**src/rtl/pipe_pkg.sv**
```systemverilog
// -----------------------------------------------------------------------------
// pipe_pkg
// Shared definitions for the inter-stage pipeline registers.
//   - state_e      : occupancy FSM of a pipeline stage register
//   - bundle widths: control sub-fields (WB/MEM/EX) and data fields (PC,
//                    operands, immediate, register ids)
//   - occ_of()     : maps a state to the 2-bit occupancy count it represents
// -----------------------------------------------------------------------------
package pipe_pkg;

    // The encodings are chosen so that a state equals its entry count. The
    // occupancy output is then a plain copy of the state register.
    typedef enum logic [1:0] {
        ST_EMPTY = 2'd0,
        ST_ONE   = 2'd1,
        ST_TWO   = 2'd2
    } state_e;

    // Control bundle sub-fields.
    localparam int CTL_WB_W  = 2;
    localparam int CTL_MEM_W = 3;
    localparam int CTL_EX_W  = 4;

    // Data bundle fields.
    localparam int REG_ID_W  = 5;
    localparam int WORD_W    = 32;

    // Default bundle widths. These match the ID/EX register, which is the
    // widest stage: PC, rs1 value, rs2 value and imm are words, plus two
    // register ids.
    localparam int CTL_W_DEF  = CTL_WB_W + CTL_MEM_W + CTL_EX_W;
    localparam int DATA_W_DEF = 4 * WORD_W + 2 * REG_ID_W;

    function automatic logic [1:0] occ_of(input state_e s);
        return 2'(s);
    endfunction

endpackage

```
**src/rtl/pipe_stage_reg.sv**
```systemverilog
// -----------------------------------------------------------------------------
// pipe_stage_reg
// Generic pipeline register between two core stages, such as IF/ID, ID/EX,
// EX/MEM and MEM/WB. It uses a valid/ready handshake. An optional second
// (skid) entry lets in_ready be a register, so no combinational path runs
// from out_ready back upstream. The register inserts a bubble automatically:
// out_ctl is zero whenever the stage holds nothing. A dead stage therefore
// never writes the register file or memory.
//
// Parameters
//   CTL_W    width of the control bundle (zeroed in bubbles)
//   DATA_W   width of the data bundle (holds its last value in bubbles)
//   SKID_EN  1: two entries, in_ready registered
//            0: one entry, in_ready = !out_valid | out_ready
//
// Ports
//   clk        clock. All state updates on the FALLING edge.
//   rst        asynchronous active-high reset
//   flush      kills every held entry and any entry offered on this edge
//   in_valid   upstream offers an instruction
//   in_ready   the stage can accept on the coming edge
//   in_ctl     upstream control bundle
//   in_data    upstream data bundle
//   out_valid  out_ctl/out_data carry a live instruction
//   out_ready  downstream accepts (0 = stall)
//   out_ctl    control bundle to the next stage
//   out_data   data bundle to the next stage
//   occupancy  number of entries held (0, 1, 2)
// -----------------------------------------------------------------------------
module pipe_stage_reg
    import pipe_pkg::*;
#(
    parameter int CTL_W   = CTL_W_DEF,
    parameter int DATA_W  = DATA_W_DEF,
    parameter int SKID_EN = 1
) (
    input  logic              clk,
    input  logic              rst,
    input  logic              flush,
    input  logic              in_valid,
    output logic              in_ready,
    input  logic [CTL_W-1:0]  in_ctl,
    input  logic [DATA_W-1:0] in_data,
    output logic              out_valid,
    input  logic              out_ready,
    output logic [CTL_W-1:0]  out_ctl,
    output logic [DATA_W-1:0] out_data,
    output logic [1:0]        occupancy
);

    // -------------------------------------------------------------------------
    // State
    // -------------------------------------------------------------------------
    state_e              state_q, state_d;
    logic                out_valid_q, out_valid_d;
    logic [CTL_W-1:0]    main_ctl_q, main_ctl_d;
    logic [DATA_W-1:0]   main_data_q, main_data_d;
    logic [CTL_W-1:0]    skid_ctl_q;
    logic [DATA_W-1:0]   skid_data_q;
    logic                skid_load;

    logic                accept;
    logic                emit;

    assign accept = in_valid & in_ready;
    assign emit   = out_valid_q & out_ready;

    // -------------------------------------------------------------------------
    // Next-state logic
    // The main register is loaded only on a real accept, or from the skid
    // entry. An undriven or X bundle offered while in_valid=0 can therefore
    // never reach the outputs. Every path into EMPTY clears the control
    // bundle, which forms the bubble. The data bundle is left alone so that
    // the wide bus does not toggle.
    // -------------------------------------------------------------------------
    always_comb begin
        state_d     = state_q;
        main_ctl_d  = main_ctl_q;
        main_data_d = main_data_q;
        skid_load   = 1'b0;

        if (flush) begin
            // The flush overrides the handshake entirely. Whatever is held and
            // whatever is offered on this edge is discarded.
            state_d    = ST_EMPTY;
            main_ctl_d = '0;
        end else begin
            unique case (state_q)
                ST_EMPTY: begin
                    if (accept) begin
                        state_d     = ST_ONE;
                        main_ctl_d  = in_ctl;
                        main_data_d = in_data;
                    end
                end

                ST_ONE: begin
                    if (emit && accept) begin
                        // Swap through: the old entry leaves as the new one
                        // arrives.
                        main_ctl_d  = in_ctl;
                        main_data_d = in_data;
                    end else if (emit) begin
                        state_d    = ST_EMPTY;
                        main_ctl_d = '0;
                    end else if (accept && (SKID_EN != 0)) begin
                        // Downstream is stalled. Park the newcomer behind the
                        // main entry so that order is preserved. Without a
                        // skid, in_ready already follows out_ready, so an
                        // accept-only edge cannot occur here.
                        state_d   = ST_TWO;
                        skid_load = 1'b1;
                    end
                end

                ST_TWO: begin
                    // in_ready is low in this state, so only a drain can happen.
                    if (emit) begin
                        state_d     = ST_ONE;
                        main_ctl_d  = skid_ctl_q;
                        main_data_d = skid_data_q;
                    end
                end

                default: begin
                    state_d    = ST_EMPTY;
                    main_ctl_d = '0;
                end
            endcase
        end

        out_valid_d = (state_d != ST_EMPTY);
    end

    // -------------------------------------------------------------------------
    // Main entry and FSM registers (falling-edge pipeline timing)
    // -------------------------------------------------------------------------
    always_ff @(negedge clk or posedge rst) begin
        if (rst) begin
            state_q     <= ST_EMPTY;
            out_valid_q <= 1'b0;
            main_ctl_q  <= '0;
            main_data_q <= '0;
        end else begin
            state_q     <= state_d;
            out_valid_q <= out_valid_d;
            main_ctl_q  <= main_ctl_d;
            main_data_q <= main_data_d;
        end
    end

    // -------------------------------------------------------------------------
    // Skid entry and in_ready
    // -------------------------------------------------------------------------
    generate
        if (SKID_EN != 0) begin : g_skid
            logic in_ready_q;

            // in_ready comes straight from a flop that is computed from the
            // next state. It therefore always equals (state != TWO) and has no
            // same-cycle dependence on out_ready.
            always_ff @(negedge clk or posedge rst) begin
                if (rst) begin
                    skid_ctl_q  <= '0;
                    skid_data_q <= '0;
                    in_ready_q  <= 1'b1;
                end else begin
                    if (skid_load) begin
                        skid_ctl_q  <= in_ctl;
                        skid_data_q <= in_data;
                    end
                    in_ready_q <= (state_d != ST_TWO);
                end
            end

            assign in_ready = in_ready_q;
        end else begin : g_no_skid
            logic skid_load_unused;

            assign skid_load_unused = skid_load;
            assign skid_ctl_q       = '0;
            assign skid_data_q      = '0;

            // With a single entry, the stage may take a new instruction only
            // if it is empty or its current one leaves on the same edge.
            assign in_ready = ~out_valid_q | out_ready;
        end
    endgenerate

    // -------------------------------------------------------------------------
    // Outputs
    // -------------------------------------------------------------------------
    assign out_valid = out_valid_q;
    assign out_ctl   = main_ctl_q;
    assign out_data  = main_data_q;
    assign occupancy = occ_of(state_q);

endmodule

```
**config.mk**
```make
export PLATFORM = sky130hd
export DESIGN_NAME = pipe_stage_reg
export DESIGN_NICKNAME = d
export VERILOG_FILES = /design/src/rtl/pipe_pkg.sv /design/src/rtl/pipe_stage_reg.sv
export SDC_FILE = /design/constraint.sdc
export NUM_CORES = 1
export LEC_CHECK = 0
export CAP_MARGIN = 20
export CORE_UTILIZATION = 35
export DETAILED_ROUTE_END_ITERATION = 12
export PLACE_DENSITY = 0.7
export SLEW_MARGIN = 5
export SYNTH_ARGS = -nofsm -noshare
export SYNTH_HDL_FRONTEND = slang
export SYNTH_SLANG_ARGS = --single-unit
```
**constraint.sdc**
```tcl
create_clock -name clk -period 22.7 [get_ports clk]
set_input_delay 4.54 -clock clk [delete_from_list [all_inputs] [get_ports clk]]
set_output_delay 4.54 -clock clk [all_outputs]
set_load 0.03 [all_outputs]
```
==> images/placement_by_type.png <==
Bar = 50 um.
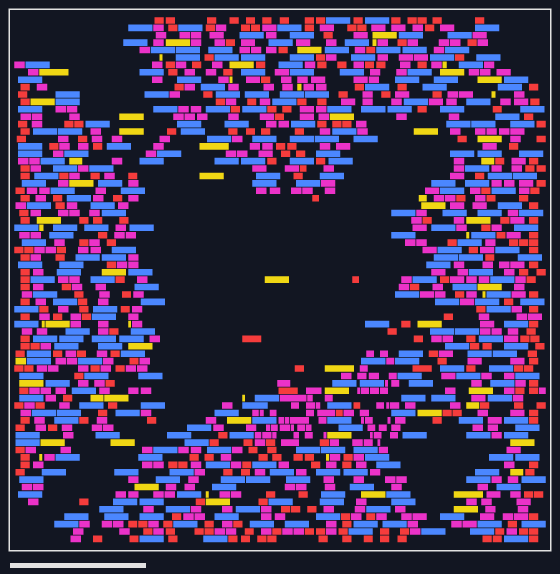
Key: combinational and other logic = magenta [cells 483, share of their area 32%]; flops = blue [cells 298, share of their area 43%]; clock drivers and dummy loads = yellow [cells 63, share of their area 6.9%]; other buffers and delay cells = red [cells 310, share of their area 18%]

==> images/clk_routes.png <==
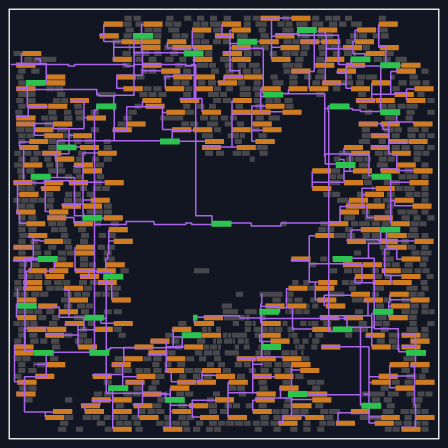
Key: clock wires = purple [length 4280 um]; flip-flops = orange [count 298]; clock drivers = green [count 37]
There are 38 routed clock nets. Position of the flops: spread over the die.
part of the power in the clock network: 0.284
clock-net power: 0.584 mW

==> images/wires.png <==
Bar = 50 um. Two of the layers only.
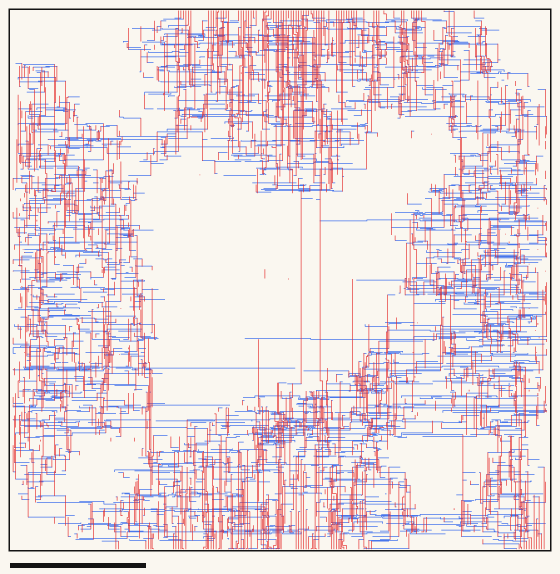
Key: metal 1 = blue [wire length 13400 um]; metal 2 = red [wire length 13700 um]

==> notes.md <==
• tightest slew margin relative to the limit: 0.2495
• Initial DRT Pass Iterations: 4
• warning total across the stage logs: 33
• worst-margin pin slew: 1126 ps
• worst supply voltage drop on vdd: 0.07858 mV
• final setup vio count: 0
• post-layout util: 0.4754
• startpoint of the lowest-slack register-to-register path: occupancy[0]$_DFF_NP0_
• leading cell types in the layout, fill and taps excluded: sky130_fd_sc_hd__mux2_2 (302), sky130_fd_sc_hd__clkdlybuf4s50_1 (302), sky130_fd_sc_hd__dfrtn_1 (297), sky130_fd_sc_hd__mux2_4 (66), sky130_fd_sc_hd__mux2_1 (55)
• dominant cell by count in the synthesized netlist: sky130_fd_sc_hd__mux2_2
• gr ovfl total: 0
• AND/OR/NAND/NOR Cells, Area Fraction: 0.006401
• number of standard cells in the layout, taps in and fillers out: 1665
• final HPWL from detailed placement: 18770 um
• final layout net count: 1282
• Reg-to-Reg End: out_data[108]$_DFFE_NP0P_
• MUX area fraction: 0.3782
• Post-Route Setup TNS: 0 ps
• CTS tree: done
• Routed Wire Length: 30120 um
• hold path start: skid_data_q[88]$_DFFE_NP0P_
• Root Buffer: sky130_fd_sc_hd__clkbuf_16
• latest clock arrival within the worst-skew pair: 570 ps
• Leak Pwr: 7.520 nW
• clock buffer depth: 3
• ys cells: 836
• EDFF count, synth: 0
• Die Width: 198.3 um
• Vias: 7880
• number of synthesized register bits: 298
• overall power of the completed layout: 2.058 mW
• number of H-tree branching levels: 2
• hold depth: 1
• Power Density: 114.6 nW/um^2
• number of buffers created by CTS: 36
• yosys stat area: 13490 sq um
• post-CTS sizing: 0
• Mapped Avg Cell Area: 16.13 sq um
• nature of the critical path startpoint: flip-flop
• Port Buffers: 302
• type of the worst setup path: flip-flop to output port
• Antenna Cells: 0
• cell family with the largest share of critical-path delay: flip-flops
• status: finished, final reports clean
• detailed-route DRC error count: 0
• sequential element share of the synthesized area: 0.5530
• synthesized instance count: 836
• vias in the first global route: 8434
• Post-Synthesis Cell Area: 13490 sq um
• proportion of layout cells with a drive suffix above 1: 0.3804
• hold worst-path end: skid_data_q[88]$_DFFE_NP0P_
• Dominant Register Cell: sky130_fd_sc_hd__dfrtn_1
• top comb family, area: multiplexers
• Sequential Power: 0.834 mW
• Crit path buffers/inverters: 1
• routability congestion estimate from global placement: 0.7400
• total clock sinks: 298
• Cell variety after synth: 35
• height of the die: 198.3 um
• combinational share of power: 0.311
• net switching power of the design: 0.6192 mW
• required time at the worst-slack endpoint: 18160 ps
• Max Cap Violations: 0
• ordered cell list for the critical path: clkdlybuf4s50_1
• Routed wire per std cell: 18.09 um
• effective utilization at floorplan: 0.3572
• r2r worst-path depth: 5
• critical path fanouts, max: 18
• combinational-cell power consumption: 0.640 mW
• detailed router's first-iteration violation count: 200
• async set or reset register ratio after synthesis: 1.000
• fa+ha+maj area frac: 0
• Internal Pwr Total: 1.438 mW
• Critical Path Slowest Stage Cell: sky130_fd_sc_hd__dfrtn_1
• cell types with the highest counts after synthesis: sky130_fd_sc_hd__mux2_2 (302), sky130_fd_sc_hd__dfrtn_1 (297), sky130_fd_sc_hd__mux2_4 (66)
• switching share of total power: 0.3009
• classification of the worst-slack hold path: flip-flop to flip-flop
• core footprint: 37760 sq um
• ranking of synthesized cells by area: sky130_fd_sc_hd__dfrtn_1 (55%), sky130_fd_sc_hd__mux2_2 (25%), sky130_fd_sc_hd__mux2_4 (7.3%), sky130_fd_sc_hd__mux2_1 (4.6%), sky130_fd_sc_hd__buf_6 (1.5%)
• final hold viol count: 0
• All-Layer GR Usage: 0.1560
• chip area: 39330 sq um
• DRT antenna net count: 0
• count of standard-cell rows: 71
• wire length of the first global-routing pass: 48020 um
• RSZ-0062 raised after global routing: false
• pin count of the biggest net entering global routing: 142
• Flop pwr share: 0.405
• cell type with the largest total area: sky130_fd_sc_hd__dfrtn_1
• post-synthesis compound-gate area fraction: 0.02180
• clock transition at the registers of the reported paths: 40 ps
• post-cts hold-fix buffer tally: 0
• syn_nets: 988
• slowest stage delay, CP: 940 ps
• postcts setup bufs: 0
• Post-Synth XOR/XNOR Area: 0.0006494
• antenna violations before repair: 0
• via count normalized by instance count: 4.733
• nature of the critical path endpoint: output port
• I/O pin cnt: 303
• worst setup skew after layout: 52.44 ps
• group with the largest share of power: sequential cells
• number of warnings issued by yosys: 0
• R2R setup slack: 18920 ps
• pins over their slew limit: 0
[cell families after synthesis]
group,Yosys count
multiplexers,432
buffers and inverters,64
XOR/XNOR,1
AND/OR/NAND/NOR,9
flip-flops,298
AND-OR/OR-AND,32
[flip-flops by register name (all words and copies together) (netlist names)]
signal	cells
out_valid	1
skid_ctl_q	9
in_ready	1
occupancy	2
out_ctl	9
skid_data_q	138
out_data	138
[layout make-up]
type / count / area [sq um]
fill: 3327 / 19810
sequential: 298 / 7458
multi-input combinational: 474 / 5497
timing repair buffer: 310 / 3120
clock buffer: 51 / 1028
tap: 511 / 639.4
clock inverter: 12 / 168.9
inverter: 9 / 37.54
[worst max path at each step]
stage                      startpoint                         to  slack [ps]  depth (start not counted)
2_1_floorplan                     rst     occupancy[0]$_DFF_NP0_        3010                          1
3_3_place_gp                out_ready   out_data[18]$_DFFE_NP0P_        4120                          5
3_5_place_dp                out_ready  out_data[126]$_DFFE_NP0P_        4070                          5
4_1_cts        occupancy[1]$_DFF_NP0_               occupancy[1]        4430                          1
5_1_grt        occupancy[1]$_DFF_NP0_               occupancy[1]        4420                          1
6_report       occupancy[1]$_DFF_NP0_               occupancy[1]        4500                          1
[stage by stage]
stage | setup WS [ps] | area, sq um | hold WS (ps)
after CTS | 4425 | 17950 | 435.3
after global placement | 4119 | 16760 | 425.8
after detailed placement | 4074 | 16760 | 431.4
after floorplan | 3012 | 13490 | 414.7
final | 4501 | 17950 | 432.5
after global routing | 4417 | 17950 | 446.4
[per-layer routing]
metal  part of all wire  wire [um]  global-route usage  vias up
li1                   -          -                   -     3619
met1               0.44      13400              0.2036     4016
met2               0.45      13680              0.2374      205
met3              0.082       2458             0.05536       40
met4              0.020        588             0.05599        0
met5                  0          0                   0        -
No activity file was given, so power comes from the tool's default toggle rates.
